Run 1, logic cells by family:
(4 px per um)
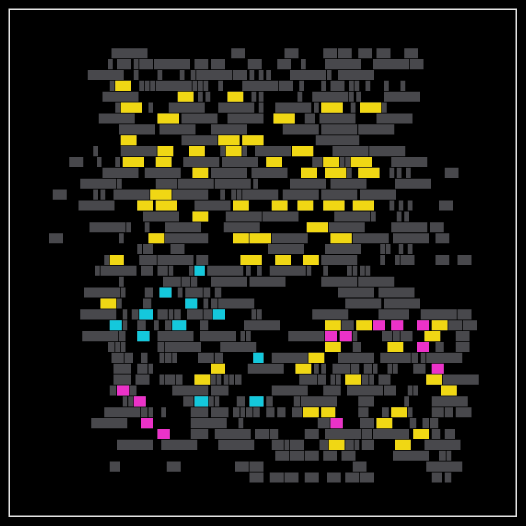
Run 1, signal wires by layer:
(3 px per um) Two of the layers only.
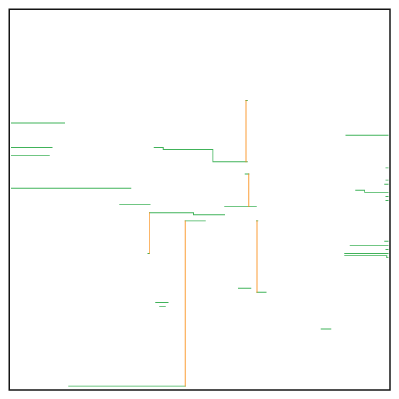
Run 1, M1 wires:
(3 px per um) Supply wires on this layer in grey.
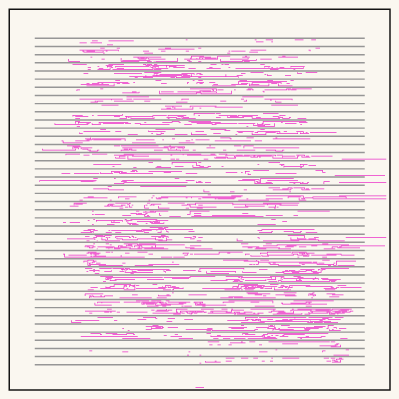
`src/rtl/adc_capture.sv`:
```
// Serial ADC frame capture: CONV strobe, SCK generation, per-channel
// deserialisation with pad discard, single-shot and continuous triggering.
module adc_capture #(
   parameter int unsigned DATA_W   = 14,
   parameter int unsigned NCH      = 2,
   parameter int unsigned PAD      = 2,
   parameter int unsigned CLK_DIV  = 1,
   parameter int unsigned CONV_W   = 2,
   parameter int unsigned PERIOD_W = 16
) (
   input  logic                    CLK50MHZ,
   input  logic                    RST,
   output logic                    spi_sck,
   output logic                    adc_conv,
   input  logic                    adc_out,
   input  logic                    adc_trig,
   input  logic                    adc_cont,
   input  logic [PERIOD_W-1:0]     adc_period,
   output logic                    adc_busy,
   output logic                    adc_done,
   output logic [NCH*DATA_W-1:0]   adc_data,
   output logic                    adc_ovr,
   input  logic                    adc_ovr_clr
);

   localparam int unsigned SLOT    = PAD + DATA_W;
   localparam int unsigned FRAME   = NCH * SLOT + PAD;
   localparam int unsigned DUR     = CONV_W + 2 * CLK_DIV * FRAME + 1;
   localparam int unsigned FRAME_W = NCH * DATA_W;
   localparam int unsigned SCK_W   = $clog2(FRAME + 1);
   localparam int unsigned POS_W   = $clog2(SLOT);
   localparam int unsigned CH_W    = $clog2(NCH + 1);
   localparam int unsigned DIV_W   = (CLK_DIV > 1) ? $clog2(CLK_DIV) : 1;
   localparam int unsigned CNV_W   = (CONV_W > 1) ? $clog2(CONV_W) : 1;

   typedef enum logic [1:0] {S_IDLE, S_CONV, S_SHIFT, S_DONE} state_t;

   state_t              state;
   logic [DIV_W-1:0]    div_cnt;
   logic [CNV_W-1:0]    conv_cnt;
   logic [SCK_W-1:0]    sck_cnt;
   logic [POS_W-1:0]    pos_cnt;
   logic [CH_W-1:0]     ch_cnt;
   logic [PERIOD_W-1:0] per_cnt;
   logic [DATA_W-1:0]   ch_sh;
   logic [FRAME_W-1:0]  frame_sh;

   logic                per_exp_c;
   logic                start_c;
   logic                ovr_set_c;
   logic [DATA_W-1:0]   word_c;

   // Start decision, overrun detection and the channel word including the bit being sampled
   always_comb begin
      per_exp_c = (per_cnt <= PERIOD_W'(1));
      start_c   = adc_cont ? per_exp_c : adc_trig;
      ovr_set_c = 1'b0;
      if (state != S_IDLE && adc_trig)
         ovr_set_c = 1'b1;
      if (state == S_IDLE && start_c && adc_cont && (32'(adc_period) < DUR))
         ovr_set_c = 1'b1;
      word_c = {ch_sh[DATA_W-2:0], adc_out};
   end

   // Frame sequencer, SCK divider, deserialiser and status flags
   always_ff @(posedge CLK50MHZ or negedge RST) begin
      if (!RST) begin
         state    <= S_IDLE;
         spi_sck  <= 1'b0;
         adc_conv <= 1'b0;
         adc_busy <= 1'b0;
         adc_done <= 1'b0;
         adc_ovr  <= 1'b0;
         adc_data <= '0;
         div_cnt  <= '0;
         conv_cnt <= '0;
         sck_cnt  <= '0;
         pos_cnt  <= '0;
         ch_cnt   <= '0;
         per_cnt  <= '0;
         ch_sh    <= '0;
         frame_sh <= '0;
      end else begin
         adc_done <= 1'b0;

         // Period counter runs freely; a frame start below reloads it
         if (per_cnt != '0)
            per_cnt <= per_cnt - PERIOD_W'(1);

         // Sticky overrun, set has priority over clear
         if (ovr_set_c)
            adc_ovr <= 1'b1;
         else if (adc_ovr_clr)
            adc_ovr <= 1'b0;

         case (state)
            S_IDLE: begin
               if (start_c) begin
                  state    <= S_CONV;
                  adc_conv <= 1'b1;
                  adc_busy <= 1'b1;
                  conv_cnt <= '0;
                  per_cnt  <= adc_period;
               end
            end
            S_CONV: begin
               if (conv_cnt == CNV_W'(CONV_W - 1)) begin
                  state    <= S_SHIFT;
                  adc_conv <= 1'b0;
                  div_cnt  <= '0;
                  sck_cnt  <= '0;
                  pos_cnt  <= '0;
                  ch_cnt   <= '0;
               end else begin
                  conv_cnt <= conv_cnt + CNV_W'(1);
               end
            end
            S_SHIFT: begin
               if (sck_cnt == SCK_W'(FRAME)) begin
                  state    <= S_DONE;
                  adc_data <= frame_sh;
                  adc_done <= 1'b1;
               end else if (div_cnt == DIV_W'(CLK_DIV - 1)) begin
                  div_cnt <= '0;
                  spi_sck <= ~spi_sck;
                  if (spi_sck) begin
                     sck_cnt <= sck_cnt + SCK_W'(1);
                  end else begin
                     // Rising SCK: take a data bit unless this is a pad slot
                     if (ch_cnt < CH_W'(NCH) && pos_cnt >= POS_W'(PAD)) begin
                        ch_sh <= word_c;
                        if (pos_cnt == POS_W'(SLOT - 1))
                           frame_sh <= FRAME_W'({word_c, frame_sh} >> DATA_W);
                     end
                     if (pos_cnt == POS_W'(SLOT - 1)) begin
                        pos_cnt <= '0;
                        ch_cnt  <= ch_cnt + CH_W'(1);
                     end else begin
                        pos_cnt <= pos_cnt + POS_W'(1);
                     end
                  end
               end else begin
                  div_cnt <= div_cnt + DIV_W'(1);
               end
            end
            S_DONE: begin
               state    <= S_IDLE;
               adc_busy <= 1'b0;
            end
            default: state <= S_IDLE;
         endcase
      end
   end

endmodule

```
`config.mk`:
```
export PLATFORM = sky130hd
export DESIGN_NAME = adc_capture
export DESIGN_NICKNAME = d
export VERILOG_FILES = /design/src/rtl/adc_capture.sv
export SDC_FILE = /design/constraint.sdc
export NUM_CORES = 1
export LEC_CHECK = 0
export CAP_MARGIN = 40
export CORE_MARGIN = 8
export CORE_UTILIZATION = 40
export DETAILED_ROUTE_END_ITERATION = 10
export GPL_TIMING_DRIVEN = 1
export PLACE_DENSITY = 0.62
export SETUP_SLACK_MARGIN = 0.2
export SLEW_MARGIN = 0
export SYNTH_ARGS = -nofsm -noshare
export SYNTH_HDL_FRONTEND = slang
export SYNTH_SLANG_ARGS = --single-unit
```
`constraint.sdc`:
```
create_clock -name CLK50MHZ -period 6.12 [get_ports CLK50MHZ]
set_input_delay 1.224 -clock CLK50MHZ [delete_from_list [all_inputs] [get_ports CLK50MHZ]]
set_output_delay 1.224 -clock CLK50MHZ [all_outputs]
set_load 0.01 [all_outputs]
```
==> run summary, run 1 <==
The flow run is done. Switching power as a fraction of the total was reported as 0.3156. In the final layout, the multi-input gates occupy 0.002105 mm2. Clock transition time at the flip-flop clock pins of the worst setup and hold paths landed at 0.07 ns. Per Yosys stat, the portion of area used by sequential elements is 0.5389. In this run, the synthesized area fraction spent on adder and majority cells is recorded as 0.02823.

Number of standard cells reported by yosys landed at 429. In this run the static leakage power is 0.002819 uW. Count of endpoints failing hold in the final timing report landed at 0. Floorplan core area landed at 0.01196 mm2.

Number of antenna violations at the first check in global routing landed at 0. The net switching power in the latest report is 655.9 uW. The flow ran to the end, and the final reports show no timing, DRC or antenna violations. TritonCTS built the clock tree. Global-route met3 utilization landed at 0.02262. Total die size landed at 0.01598 mm2. The cell-mix breakdown from Yosys lists the simple-gate area share as 0.1629.

Worst-margin pin slew landed at 0.8627 ns. The area growth from synthesis to layout is 20.58%. The layout has 9 clock buffers. Of the total synthesized cell area, the portion taken by AND-OR and OR-AND cells is 0.05851. STA classifies the critical path endpoint as a flop. Final routed wirelength across all metal layers landed at 9597 um. The total overflow left after global routing is 0. The longest clock path from root to sink contains 2 buffers. The main area contributors are dfrtp_1 (54%), mux2_2 (9.2%), nand2_1 (7.9%). Setup slack at placement landed at 3.009 ns. Summing all multiplexer cells gives an area fraction of 0.1601.

The OpenROAD report gives the critical path a required time of 6.35 ns.
-- 'logic cells by family' (at the start) --
- magenta: XOR/XNOR gates (cells 12)
- cyan: AND-OR and OR-AND gates (cells 11)
- yellow: multiplexers (cells 63)

-- 'signal wires by layer' (at the start) --
- orange: metal 4 (wire length 124 um)
- green: metal 3 (wire length 302 um)

-- 'M1 wires' (at the start) --
- nets with wire on the layer: 467
- longest straight run: 26.7 um

[run 1: synthesized netlist by cell type (2+ instances only)]
cell and n:
mux2_2 40, xnor2_1 9, nand2b_1 5, nand4_1 5, o41ai_1 3, buf_6 4, mux2_4 20, clkbuf_1 9
and3_1 3, o31ai_1 3, xor2_1 3, nor3b_1 2, nand2_1 102, or4_1 3, inv_1 14, nand4b_1 2
dfrtp_1 105, nand3_1 9, a21oi_1 4, nor3_1 3, ha_1 11, nor4_1 4, buf_2 2, mux2i_1 3
or3_1 2, a22o_1 4, nor4_4 2, o21ai_0 13, a21o_1 2, nor2_1 17
[run 1: per-stage QoR]
step           instance area [um2]  hold WS (ns)  utilization  total power (uW)
2_1_floorplan                 4876        0.4331            -              1297
3_3_place_gp                  5529        0.4472       0.4622              1426
3_5_place_dp                  5544        0.4528       0.4635              1452
4_1_cts                       5879        0.4725       0.4915              2100
5_1_grt                       5879        0.4975       0.4915              2201
6_report                      5879        0.4674       0.4915              2078
[run 1: cells in the final DEF, fill, tap and decap left out, drive strengths merged, types with 2 or more instances in the layout]
master         Yosys  layout
nor3b              2       2
bufinv             0       2
o41ai              3       3
inv               14      18
o21ai             14      14
nand4b             2       2
nor4               7       7
xnor2              9       9
nor2              17      17
and3               3       3
or3                2       2
a21oi              4       4
ha                11      11
xor2               3       3
nor3               4       4
clkdlybuf4s50      0      53
nand3              9       9
buf                7       5
a22o               4       4
mux2              60      60
a21o               2       2
or4                4       4
clkbuf             9       9
nand2b             5       5
mux2i              3       3
nand4              5       5
nand2            103     103
o31ai              3       3
dfrtp            105     105
[run 1: power groups by stage]
stage	Combinational, uW	Sequential (uW)	Clock [uW]
after global routing	582	941	679
after global placement	497	928	0
final	515	922	641
after CTS	521	921	657
after floorplan	398	899	0
after detailed placement	518	934	0
[run 1: metal layers]
| metal | vias to the layer above | part of all wire |
|---|---|---|
| met5 | - | 0 |
| met4 | 0 | 0.013 |
| met3 | 10 | 0.031 |
| met2 | 40 | 0.48 |
| met1 | 1589 | 0.48 |
| li1 | 1588 | - |
[run 1: sequential cells by signal, indices dropped and copies added, names as in the netlist]
signal    cells
adc_data     28
spi_sck       1
adc_done      1
adc_ovr       1
per_cnt      16
pos_cnt       4
sck_cnt       6
conv_cnt      1
frame_sh     28
ch_sh        13
adc_busy      1
ch_cnt        2
state         2
adc_conv      1
[run 1: critical path: stages (launching register included)]
cell	delay [ns]
dfrtp_1	0.41
inv_1	0.11
ha_1	0.48
nand2b_1	0.20
or4_2	1.02
mux2_4	0.44
[run 1: cell families (layout without fill, tap and decap cells)]
kind of cell,Yosys count,in the layout
and+or+nand+nor,167,167
muxes,63,63
xor gates and xnor gates,12,12
AOI/OAI and AO/OA,41,41
DFF,105,105
adders and majority gates,11,11
buffers and inverters,30,88
[run 1: worst max path at each step]
stage,endpoint,cells after the start,startpoint
2_1_floorplan,state[1],5,adc_cont
3_3_place_gp,state[1],6,adc_cont
3_5_place_dp,state[1],6,adc_cont
4_1_cts,spi_sck,1,spi_sck
5_1_grt,frame_sh[14],5,state[0]
6_report,frame_sh[27],5,state[0]
--- run 2 (diff from run 1) ---
==> constraint.sdc (replaced) <==
create_clock -name CLK50MHZ -period 2.65 [get_ports CLK50MHZ]
set_input_delay 0.53 -clock CLK50MHZ [delete_from_list [all_inputs] [get_ports CLK50MHZ]]
set_output_delay 0.53 -clock CLK50MHZ [all_outputs]
set_load 0.01 [all_outputs]
Run 2, congestion heat map:
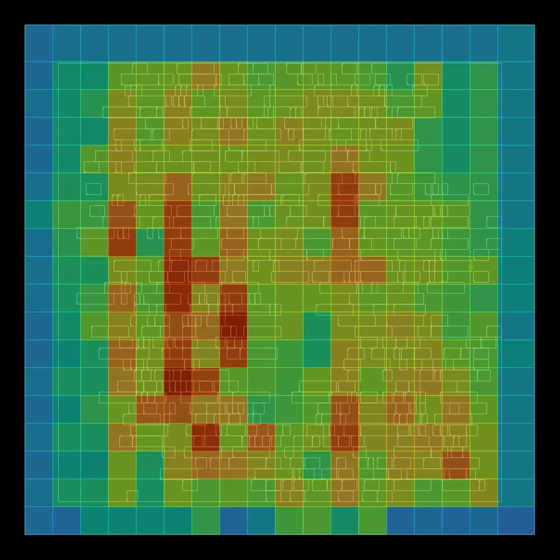
global routing's busiest layer: met2
met2 GRT Util: 0.2053
wire length per cell after detailed routing: 15.14 um
met3 Resource Use GR: 0.02639

==> run 2 against run 1 <==
  * Non-clock buffer count up 6
  * Wire length up 0.97%
  * Clock skew up 0.00054 ns
==> run summary, run 2 <==
The flow run is done. Number of standard cells reported by yosys landed at 429. Final routed wirelength across all metal layers landed at 9690 um. Among all flip-flop cells after synthesis, the most frequent one is dfrtp_1. The launch point of the critical path was reported as sck_cnt[0]. The signal on the critical path passes through inv_1 -> ha_1 -> and3_1 -> or4_2 -> buf_6 -> mux2_4. Along the critical path, the tally of buffer and inverter instances is 2. According to the timing report, the data required time at the worst endpoint equals 2.88 ns. The script computed the net switching share of total power as 0.3236.

Largest buffer count on any clock path landed at 2. Looking at the clock tree report, the root buffer type is clkbuf_16. Among all stages on the critical path, the largest delay is contributed by or4_2. For reference, the clock transition at the flip-flops on the worst setup and hold paths is 0.07 ns. Counting only logic cells after layout, the most numerous master is dfrtp_1. The flow ran to the end, and the final reports show no timing, DRC or antenna violations. The commonest cells after synthesis are dfrtp_1 (105), nand2_1 (102), mux2_2 (40). Setup slack at placement landed at 0.1973 ns. Net switching power of the design landed at 1509 uW. Count of endpoints failing hold in the final timing report landed at 0. Among cell families on the critical path, the largest total delay comes from simple AND/OR/NAND/NOR gates. Number of antenna violations at the first check in global routing landed at 0. The most common cell in the synthesized netlist is dfrtp_1. Part of the total power dissipated in the clock network landed at 0.282. Yosys attributes the largest share of cell area to dfrtp_1 (54%), mux2_2 (9.2%), nand2_1 (7.9%). Derived from the worst setup path, the maximum achievable clock frequency is 441.6 MHz. STA lists the startpoint of the worst register-to-register path as sck_cnt[0]. The overall die size recorded for this design is 0.01598 mm2.

TritonCTS built the clock tree. Cell leakage power landed at 0.002832 uW. By instance count after routing, the leading logic cell types are dfrtp_1 (105), nand2_1 (102), clkdlybuf4s50_1 (53). In the placement report, post-DP HPWL is listed as 6873 um. STA classifies the critical path endpoint as a flop. OpenSTA lists the critical path endpoint as frame_sh[25]. Peak per-stage delay on the critical path landed at 0.65 ns. Area of the multi-input gates landed at 0.002105 mm2. For this run, the register share of the synthesized area comes to 0.5389.
## run 2: metrics by stage
| step | utilization | hold slack [ns] | total power, uW | cells | cell area [um2] |
|---|---|---|---|---|---|
| after floorplan | - | 0.2344 | 2995 | 429 | 4876 |
| after global placement | 0.4677 | 0.4439 | 3323 | 624 | 5594 |
| after detailed placement | 0.4677 | 0.4481 | 3384 | 624 | 5594 |
| after CTS | 0.4924 | 0.1636 | 4710 | 640 | 5889 |
| after global routing | 0.4927 | 0.1891 | 4945 | 640 | 5893 |
| final | 0.4927 | 0.1527 | 4665 | 640 | 5893 |
## run 2: worst reg2reg max path, stage by stage, from the launching register on
cell,delay (ns)
dfrtp_1,0.43
inv_1,0.07
ha_1,0.24
and3_1,0.18
or4_2,0.65
buf_6,0.24
mux2_4,0.34
## run 2: final cells by class
class,count,area share
clock inverter,5,0.007219
tap,147,0.03121
timing repair buffer,64,0.1068
inverter,14,0.008917
clock buffer,11,0.04289
multi-input combinational,294,0.3571
sequential,105,0.4459
## run 2: worst min-delay path by stage
stage | slack [ns] | cells past startpoint | endpoint | from
2_1_floorplan | 0.23 | 0 | adc_busy | RST
3_3_place_gp | 0.44 | 2 | adc_data[3] | frame_sh[3]
3_5_place_dp | 0.45 | 2 | adc_data[3] | frame_sh[3]
4_1_cts | 0.16 | 1 | sck_cnt[5] | RST
5_1_grt | 0.19 | 1 | sck_cnt[5] | RST
6_report | 0.15 | 1 | sck_cnt[5] | RST
## run 2: repair_timing
item / CTS / global route
buffers inserted: 0 / 0
resized: 0 / 1
endpoints found under the setup margin: 0 / 23
## run 2: routing by layer
metal	GRT usage	routed length (um)	up-vias
met3	0.02639	318	14
met2	0.2053	4594	30
met1	0.1606	4560	1597
met4	0.06794	216	0
li1	-	-	1603
met5	0	0	-
## run 2: logic make-up after synthesis
group	count (synthesis)	share of synthesized area
simple gates	167	0.1629
flops	105	0.5389
mux	63	0.1601
compound gates	41	0.05851
buf+inv	30	0.02976
xor+xnor	12	0.02156
fa+ha+maj	11	0.02823
## run 2: power groups by stage
stage / Combinational [uW] / Clock (uW) / Sequential, uW
after detailed placement: 1250 / 0 / 2130
after global placement: 1210 / 0 / 2110
after CTS: 1260 / 1350 / 2100
final: 1240 / 1320 / 2100
after floorplan: 920 / 0 / 2080
after global routing: 1400 / 1400 / 2140
Power is estimated from default activity; no workload was simulated.
